**src/rtl/control_unit.sv**
```systemverilog
// RV32I main decoder: opcode/funct3/funct7 -> datapath controls, registered once.
// Optional `CONTROL_UNIT_ILLEGAL_EN adds a registered `illegal` flag that also forces a NOP.
module control_unit (
  input  logic       clk,
  input  logic       rst_n,
  input  logic [6:0] opcode,
  input  logic [2:0] funct3,
  input  logic [6:0] funct7,
  output logic       ru_write,
  output logic [3:0] alu_op,
  output logic [2:0] imm_src,
  output logic       alu_a_src,
  output logic       alu_b_src,
  output logic       dm_write,
  output logic [2:0] dm_ctrl,
  output logic [4:0] br_op,
  output logic [1:0] ru_data_src
`ifdef CONTROL_UNIT_ILLEGAL_EN
  ,
  output logic       illegal
`endif
);

  localparam logic [6:0] OP_R      = 7'b0110011;
  localparam logic [6:0] OP_I_ALU  = 7'b0010011;
  localparam logic [6:0] OP_LOAD   = 7'b0000011;
  localparam logic [6:0] OP_STORE  = 7'b0100011;
  localparam logic [6:0] OP_BRANCH = 7'b1100011;
  localparam logic [6:0] OP_JAL    = 7'b1101111;
  localparam logic [6:0] OP_JALR   = 7'b1100111;
  localparam logic [6:0] OP_LUI    = 7'b0110111;
  localparam logic [6:0] OP_AUIPC  = 7'b0010111;

  localparam logic [3:0] ALU_ADD    = 4'b0000;
  localparam logic [3:0] ALU_PASS_B = 4'b1111;

  localparam logic [2:0] IMM_I = 3'b000;
  localparam logic [2:0] IMM_S = 3'b001;
  localparam logic [2:0] IMM_U = 3'b010;
  localparam logic [2:0] IMM_B = 3'b101;
  localparam logic [2:0] IMM_J = 3'b110;

  localparam logic [4:0] BR_JUMP = 5'b10000;
  localparam logic [1:0] WB_ALU  = 2'b00;
  localparam logic [1:0] WB_MEM  = 2'b01;
  localparam logic [1:0] WB_PC4  = 2'b10;

  typedef struct packed {
    logic       ru_write;
    logic [3:0] alu_op;
    logic [2:0] imm_src;
    logic       alu_a_src;
    logic       alu_b_src;
    logic       dm_write;
    logic [2:0] dm_ctrl;
    logic [4:0] br_op;
    logic [1:0] ru_data_src;
  } ctrl_t;

  ctrl_t dec_s;
  ctrl_t nxt_s;
  ctrl_t ctrl_r;
  logic  f3_alt_s;

  // funct3 000 (add/sub) and 101 (srl/sra) are the only encodings where funct7[5] picks a variant
  assign f3_alt_s = (funct3 == 3'b000) || (funct3 == 3'b101);

  // Combinational decode of the instruction fields into the control word
  always_comb begin
    dec_s = '0;
    case (opcode)
      OP_R: begin
        dec_s.ru_write = 1'b1;
        if (f3_alt_s) begin
          dec_s.alu_op = {funct7[5], funct3};
        end else begin
          dec_s.alu_op = {1'b0, funct3};
        end
      end
      OP_I_ALU: begin
        dec_s.ru_write  = 1'b1;
        dec_s.alu_b_src = 1'b1;
        dec_s.imm_src   = IMM_I;
        // addi has no subtract form, so only the shift-right group looks at funct7
        if (funct3 == 3'b101) begin
          dec_s.alu_op = {funct7[5], 3'b101};
        end else begin
          dec_s.alu_op = {1'b0, funct3};
        end
      end
      OP_LOAD: begin
        dec_s.ru_write    = 1'b1;
        dec_s.alu_b_src   = 1'b1;
        dec_s.alu_op      = ALU_ADD;
        dec_s.imm_src     = IMM_I;
        dec_s.dm_ctrl     = funct3;
        dec_s.ru_data_src = WB_MEM;
      end
      OP_STORE: begin
        dec_s.alu_b_src = 1'b1;
        dec_s.alu_op    = ALU_ADD;
        dec_s.imm_src   = IMM_S;
        dec_s.dm_write  = 1'b1;
        dec_s.dm_ctrl   = funct3;
      end
      OP_BRANCH: begin
        dec_s.alu_a_src = 1'b1;
        dec_s.alu_b_src = 1'b1;
        dec_s.alu_op    = ALU_ADD;
        dec_s.imm_src   = IMM_B;
        dec_s.br_op     = {2'b01, funct3};
      end
      OP_JAL: begin
        dec_s.ru_write    = 1'b1;
        dec_s.alu_a_src   = 1'b1;
        dec_s.alu_b_src   = 1'b1;
        dec_s.alu_op      = ALU_ADD;
        dec_s.imm_src     = IMM_J;
        dec_s.br_op       = BR_JUMP;
        dec_s.ru_data_src = WB_PC4;
      end
      OP_JALR: begin
        dec_s.ru_write    = 1'b1;
        dec_s.alu_b_src   = 1'b1;
        dec_s.alu_op      = ALU_ADD;
        dec_s.imm_src     = IMM_I;
        dec_s.br_op       = BR_JUMP;
        dec_s.ru_data_src = WB_PC4;
      end
      OP_LUI: begin
        dec_s.ru_write  = 1'b1;
        dec_s.alu_b_src = 1'b1;
        dec_s.alu_op    = ALU_PASS_B;
        dec_s.imm_src   = IMM_U;
      end
      OP_AUIPC: begin
        dec_s.ru_write  = 1'b1;
        dec_s.alu_a_src = 1'b1;
        dec_s.alu_b_src = 1'b1;
        dec_s.alu_op    = ALU_ADD;
        dec_s.imm_src   = IMM_U;
      end
      default: begin
        dec_s = '0;
      end
    endcase
  end

`ifdef CONTROL_UNIT_ILLEGAL_EN
  logic illegal_s;
  logic illegal_r;

  // Flag unknown opcodes and R-type funct7 encodings outside base RV32I
  always_comb begin
    illegal_s = 1'b0;
    case (opcode)
      OP_R: begin
        if (funct7 == 7'b0000000) begin
          illegal_s = 1'b0;
        end else if (funct7 == 7'b0100000) begin
          illegal_s = !f3_alt_s;
        end else begin
          illegal_s = 1'b1;
        end
      end
      OP_I_ALU, OP_LOAD, OP_STORE, OP_BRANCH,
      OP_JAL, OP_JALR, OP_LUI, OP_AUIPC: begin
        illegal_s = 1'b0;
      end
      default: begin
        illegal_s = 1'b1;
      end
    endcase
  end

  // An illegal instruction is squashed to the NOP control word
  always_comb begin
    if (illegal_s) begin
      nxt_s = '0;
    end else begin
      nxt_s = dec_s;
    end
  end

  // Illegal flag register, same timing as the control word
  always_ff @(posedge clk or negedge rst_n) begin
    if (!rst_n) begin
      illegal_r <= 1'b0;
    end else begin
      illegal_r <= illegal_s;
    end
  end

  assign illegal = illegal_r;
`else
  logic unused_funct7_s;

  // Only funct7[5] matters without legality checking
  assign unused_funct7_s = ^{funct7[6], funct7[4:0]};

  // Control word passes straight through to the register
  always_comb begin
    nxt_s = dec_s;
  end
`endif

  // Output register; reset value is the NOP encoding
  always_ff @(posedge clk or negedge rst_n) begin
    if (!rst_n) begin
      ctrl_r <= '0;
    end else begin
      ctrl_r <= nxt_s;
    end
  end

  assign ru_write    = ctrl_r.ru_write;
  assign alu_op      = ctrl_r.alu_op;
  assign imm_src     = ctrl_r.imm_src;
  assign alu_a_src   = ctrl_r.alu_a_src;
  assign alu_b_src   = ctrl_r.alu_b_src;
  assign dm_write    = ctrl_r.dm_write;
  assign dm_ctrl     = ctrl_r.dm_ctrl;
  assign br_op       = ctrl_r.br_op;
  assign ru_data_src = ctrl_r.ru_data_src;

endmodule

```
**config.mk**
```make
export PLATFORM = sky130hd
export DESIGN_NAME = control_unit
export DESIGN_NICKNAME = d
export VERILOG_FILES = /design/src/rtl/control_unit.sv
export SDC_FILE = /design/constraint.sdc
export NUM_CORES = 1
export LEC_CHECK = 0
export ABC_AREA = 1
export CORE_ASPECT_RATIO = 0.9
export CORE_MARGIN = 2
export CORE_UTILIZATION = 58
export DETAILED_ROUTE_END_ITERATION = 16
export DONT_BUFFER_PORTS = 1
export HOLD_SLACK_MARGIN = 0.15
export PLACE_DENSITY = 0.83
export SYNTH_ARGS = -nofsm -noshare
export SYNTH_HDL_FRONTEND = slang
export SYNTH_SLANG_ARGS = --single-unit
```
**constraint.sdc**
```tcl
create_clock -name clk -period 0.8 [get_ports clk]
set_input_delay 0.12 -clock clk [delete_from_list [all_inputs] [get_ports clk]]
set_output_delay 0.12 -clock clk [all_outputs]
set_load 0.02 [all_outputs]
```
Figure 1. Placement density heat map.
9 x 8 tiles, from white (low) to dark blue (high), 0 to 100% covered.
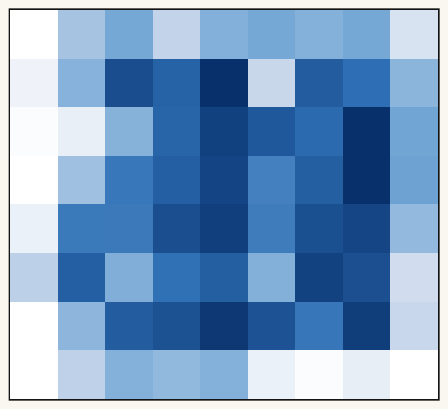
emptiest ninth of the die: north-west
tiles over 75% full: 38%
nearly empty tiles: 8.3%
densest ninth of the die: centre
total core area: 0.00142 sq mm
post-route core utilization: 71.5%

Figure 2. I/O pins on the die edge.
Scale bar: 10 um. Pins as bars across the die edge, other pins in grey.
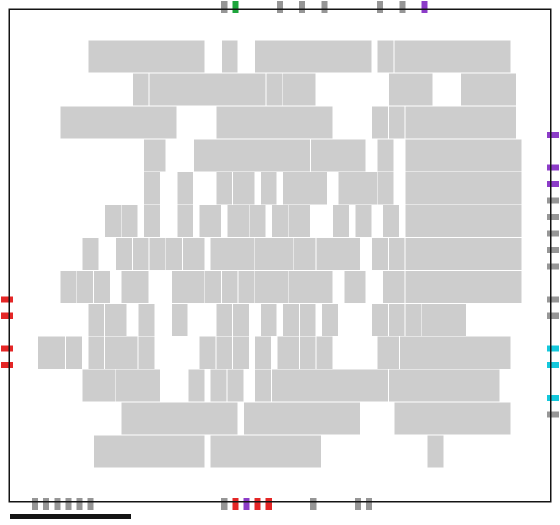
| colour | port | pins | direction | edge |
|---|---|---|---|---|
| cyan | `dm_ctrl` | 3 | output | east |
| red | `opcode` | 7 | input | 4 west, 3 south |
| purple | `br_op` | 5 | output | 3 east, 1 north, 1 south |
| green | `alu_b_src` | 1 | output | north |
all pins by edge: 14 east, 14 south, 8 north, 4 west

==> flow_summary.html <==
<p>Metrics extracted from the flow reports.</p>
<table>
<tr><th>Metric</th><th>Value</th></tr>
<tr><th colspan="2">Drt</th></tr>
<tr><td>Via count</td><td>between 600 and 700</td></tr>
<tr><td>Routed wire per std cell</td><td>about 13 um</td></tr>
<tr><td>Initial DRC count</td><td>37</td></tr>
<tr><td>Number of DRC violations after detailed routing</td><td>0</td></tr>
<tr><td>Final WL</td><td>roughly 1.7 mm</td></tr>
<tr><td>Routed wire length on met3</td><td>between 100 and 150 um</td></tr>
<tr><td>Pre-Repair DR Iteration Count</td><td>7</td></tr>
<tr><td>Antenna-violating nets left</td><td>0</td></tr>
<tr><td>Top layer used by detailed routing</td><td>met4</td></tr>
<tr><td>Post-DR vias/cell</td><td>around 5.5</td></tr>
<tr><td>Met2 layer wire length in the routed design</td><td>801 um</td></tr>
<tr><th colspan="2">Cells and area</th></tr>
<tr><td>Antenna Cells</td><td>0</td></tr>
<tr><td>Post-route non-filler standard cell count</td><td>around 130</td></tr>
<tr><td>Top library cells by usage in the layout, fill and taps aside</td><td>25 x nand2_1, 24 x nor2_1, 16 x dfrtp_2, 6 x inv_2</td></tr>
<tr><td>Nets</td><td>between 100 and 150</td></tr>
<tr><td>Area growth, synth to finish</td><td>17.4%</td></tr>
<tr><td>Fraction of layout instances using a drive strength above 1</td><td>between 30% and 40%</td></tr>
<tr><td>Most frequent logic cell in the layout</td><td>nand2_1</td></tr>
<tr><td>Finished layout cell area</td><td>~0.0010 sq mm</td></tr>
<tr><th colspan="2">Place</th></tr>
<tr><td>HPWL after detailed placement</td><td>1.14 mm</td></tr>
<tr><td>Placed standard-cell area</td><td>896 sq um</td></tr>
<tr><td>Global placement routability congestion</td><td>~0.88</td></tr>
<tr><td>Placed instance count</td><td>116</td></tr>
<tr><td>Post-place setup slack</td><td>-18.9 ps</td></tr>
<tr><th colspan="2">Outcome</th></tr>
<tr><td>Run status</td><td>finished with violations</td></tr>
<tr><td>Violated checks</td><td>hold timing, setup timing</td></tr>
<tr><th colspan="2">Power and ir drop</th></tr>
<tr><td>Max rail drop VDD</td><td>just over 1000 uV</td></tr>
<tr><td>Pwr dens</td><td>approximately 1700 mW/mm^2</td></tr>
<tr><th colspan="2">Die</th></tr>
<tr><td>Initial core utilization</td><td>roughly three fifths</td></tr>
<tr><td>Die Size</td><td>about 0.0018 sq mm</td></tr>
<tr><td>Number of placement rows</td><td>13</td></tr>
<tr><td>Count of boundary I/O pins</td><td>40</td></tr>
<tr><td>Horizontal die dimension</td><td>~45 um</td></tr>
<tr><td>Die height</td><td>a little over 40 um</td></tr>
<tr><th colspan="2">Job</th></tr>
<tr><td>Number of maximum-capacitance violations</td><td>0</td></tr>
<tr><th colspan="2">Synth</th></tr>
<tr><td>Area fraction in compound gates</td><td>around 4.1%</td></tr>
<tr><td>Yosys adder share</td><td>0%</td></tr>
<tr><td>AND/OR/NAND/NOR Cells, Area Fraction</td><td>between 30 and 40%</td></tr>
<tr><td>Post-synthesis chip area from yosys</td><td>862 sq um</td></tr>
<tr><td>Register bit total from synthesis</td><td>21</td></tr>
<tr><td>Floorplan Nets</td><td>118</td></tr>
<tr><td>Post-synth seq share</td><td>between 60% and 70%</td></tr>
<tr><td>Cell count in the Yosys report</td><td>around 99</td></tr>
<tr><td>Synthesized area per cell</td><td>between 8 and 9 sq um</td></tr>
<tr><td>Mux cell area share after synthesis</td><td>0%</td></tr>
<tr><td>Cell area after synthesis</td><td>~860 sq um</td></tr>
<tr><td>Xor-xnor portion of the synthesized cell area</td><td>0%</td></tr>
<tr><th colspan="2">Worst setup path</th></tr>
<tr><td>Largest fanout on the critical path</td><td>1</td></tr>
<tr><td>Kind of critical path</td><td>flop to output port</td></tr>
<tr><td>Required @ worst endpoint</td><td>between 600 and 700 ps</td></tr>
<tr><td>Startpoint class of the critical path</td><td>flop</td></tr>
<tr><td>Worst Path Arrival</td><td>approximately 800 ps</td></tr>
<tr><th colspan="2">CTS</th></tr>
<tr><td>CTS Root Buffer Type</td><td>clkbuf_4</td></tr>
<tr><td>Clock tree from TritonCTS</td><td>built</td></tr>
<tr><td>Post-CTS setup repair buffer count</td><td>0</td></tr>
<tr><td>H-tree depth</td><td>1</td></tr>
<tr><td>Num CTS Buffers</td><td>3</td></tr>
<tr><td>Clk sink count</td><td>21</td></tr>
<tr><td>Reg clk slew, reported paths</td><td>around 110 ps</td></tr>
<tr><th colspan="2">STA</th></tr>
<tr><td>Final Cycle Share</td><td>112%</td></tr>
<tr><td>Unrepaired setup endpoints after global routing</td><td>true</td></tr>
<tr><td>Relative slew slack</td><td>a little under nine tenths</td></tr>
<tr><td>Hold Worst Slack</td><td>-515 ps</td></tr>
<tr><td>Setup ws final</td><td>-96.8 ps</td></tr>
<tr><td>Slew Viols, Final</td><td>0</td></tr>
<tr><td># setup viols final</td><td>21</td></tr>
<tr><td>Worst Max-Slew Pin Slew</td><td>~220 ps</td></tr>
<tr><td>Endpoints failing hold</td><td>27</td></tr>
<tr><td>Min Tclk post-route</td><td>roughly 900 ps</td></tr>
<tr><th colspan="2">GRT</th></tr>
<tr><td>GRT Resource Usage Total</td><td>between 10% and 20%</td></tr>
<tr><td>Largest net degree at the start of global routing</td><td>22</td></tr>
<tr><td>Overall overflow remaining after global route</td><td>0</td></tr>
<tr><th colspan="2">Min path</th></tr>
<tr><td>Class of the tightest hold or removal check</td><td>input pin to async pin</td></tr>
</table>
repair_timing:
item	4_1_cts	5_1_grt
hold buffers	6	1
pin swaps	0	1
setup endpoints to repair	21	24
hold endpoints to repair	41	38
gates resized	2	19
logic make-up (layout without fill, tap and decap cells):
logic type / after synthesis / in the layout
buffers and inverters: 11 / 23
and+or+nand+nor: 60 / 60
DFF: 21 / 21
AOI/OAI and AO/OA: 7 / 7
how the worst max path moves through the flow:
stage               startpoint          to  slack, ps  depth (start not counted)
global placement     opcode[1]    br_op[0]         10                          4
finish              imm_src[2]  imm_src[2]       -100                          0
global route        imm_src[2]  imm_src[2]       -100                          0
floorplan            opcode[1]   alu_op[0]         80                          5
detailed placement   opcode[1]   alu_op[2]        -20                          6
CTS                 imm_src[2]  imm_src[2]        -80                          0
state kept, by name (all words and copies together), names as in the netlist, 2 cells and up:
signal / cells
br_op: 5
alu_op: 4
imm_src: 3
dm_ctrl: 3
ru_data_src: 2
synth_stat cells, drive strengths merged:
master	count	area (sq um)
a21oi	3	15.0
dfrtp	21	526
inv	11	41.3
nand2	26	100
nand3	5	35.0
nor2	25	96.4
nor3	3	20.0
o21ai	4	20.0
or2	1	8.76
layer usage:
metal / vias up / GRT usage (%)
met1: 318 / 22.3
met2: 36 / 33.3
met3: 10 / 5.41
met4: 0 / 9.85
li1: 333 / -
met5: - / 0
final cells by class:
class | instances | area, sq um
well taps | 15 | 18.8
inverters | 11 | 41.3
clock buffers | 3 | 22.5
flip-flops and latches | 21 | 546
repair buffers | 8 | 80.1
multi-input cells | 67 | 299
fillers | 111 | 403
clock inverters | 1 | 5.00
power by group:
part	internal, mW	total, mW	switching, mW
combinational	0.0528	0.121	0.0685
sequential	1.07	1.09	0.0189
clock	0.187	0.501	0.314
total	1.31	1.72	0.402
stage by stage:
step	util (%)	hold WS [ps]
after detailed placement	63.3	-175
after floorplan	-	-176
final	71.5	-515
after CTS	69.7	-503
after global routing	71.5	-518
after global placement	63.3	-175
No activity file was given, so power comes from the tool's default toggle rates.
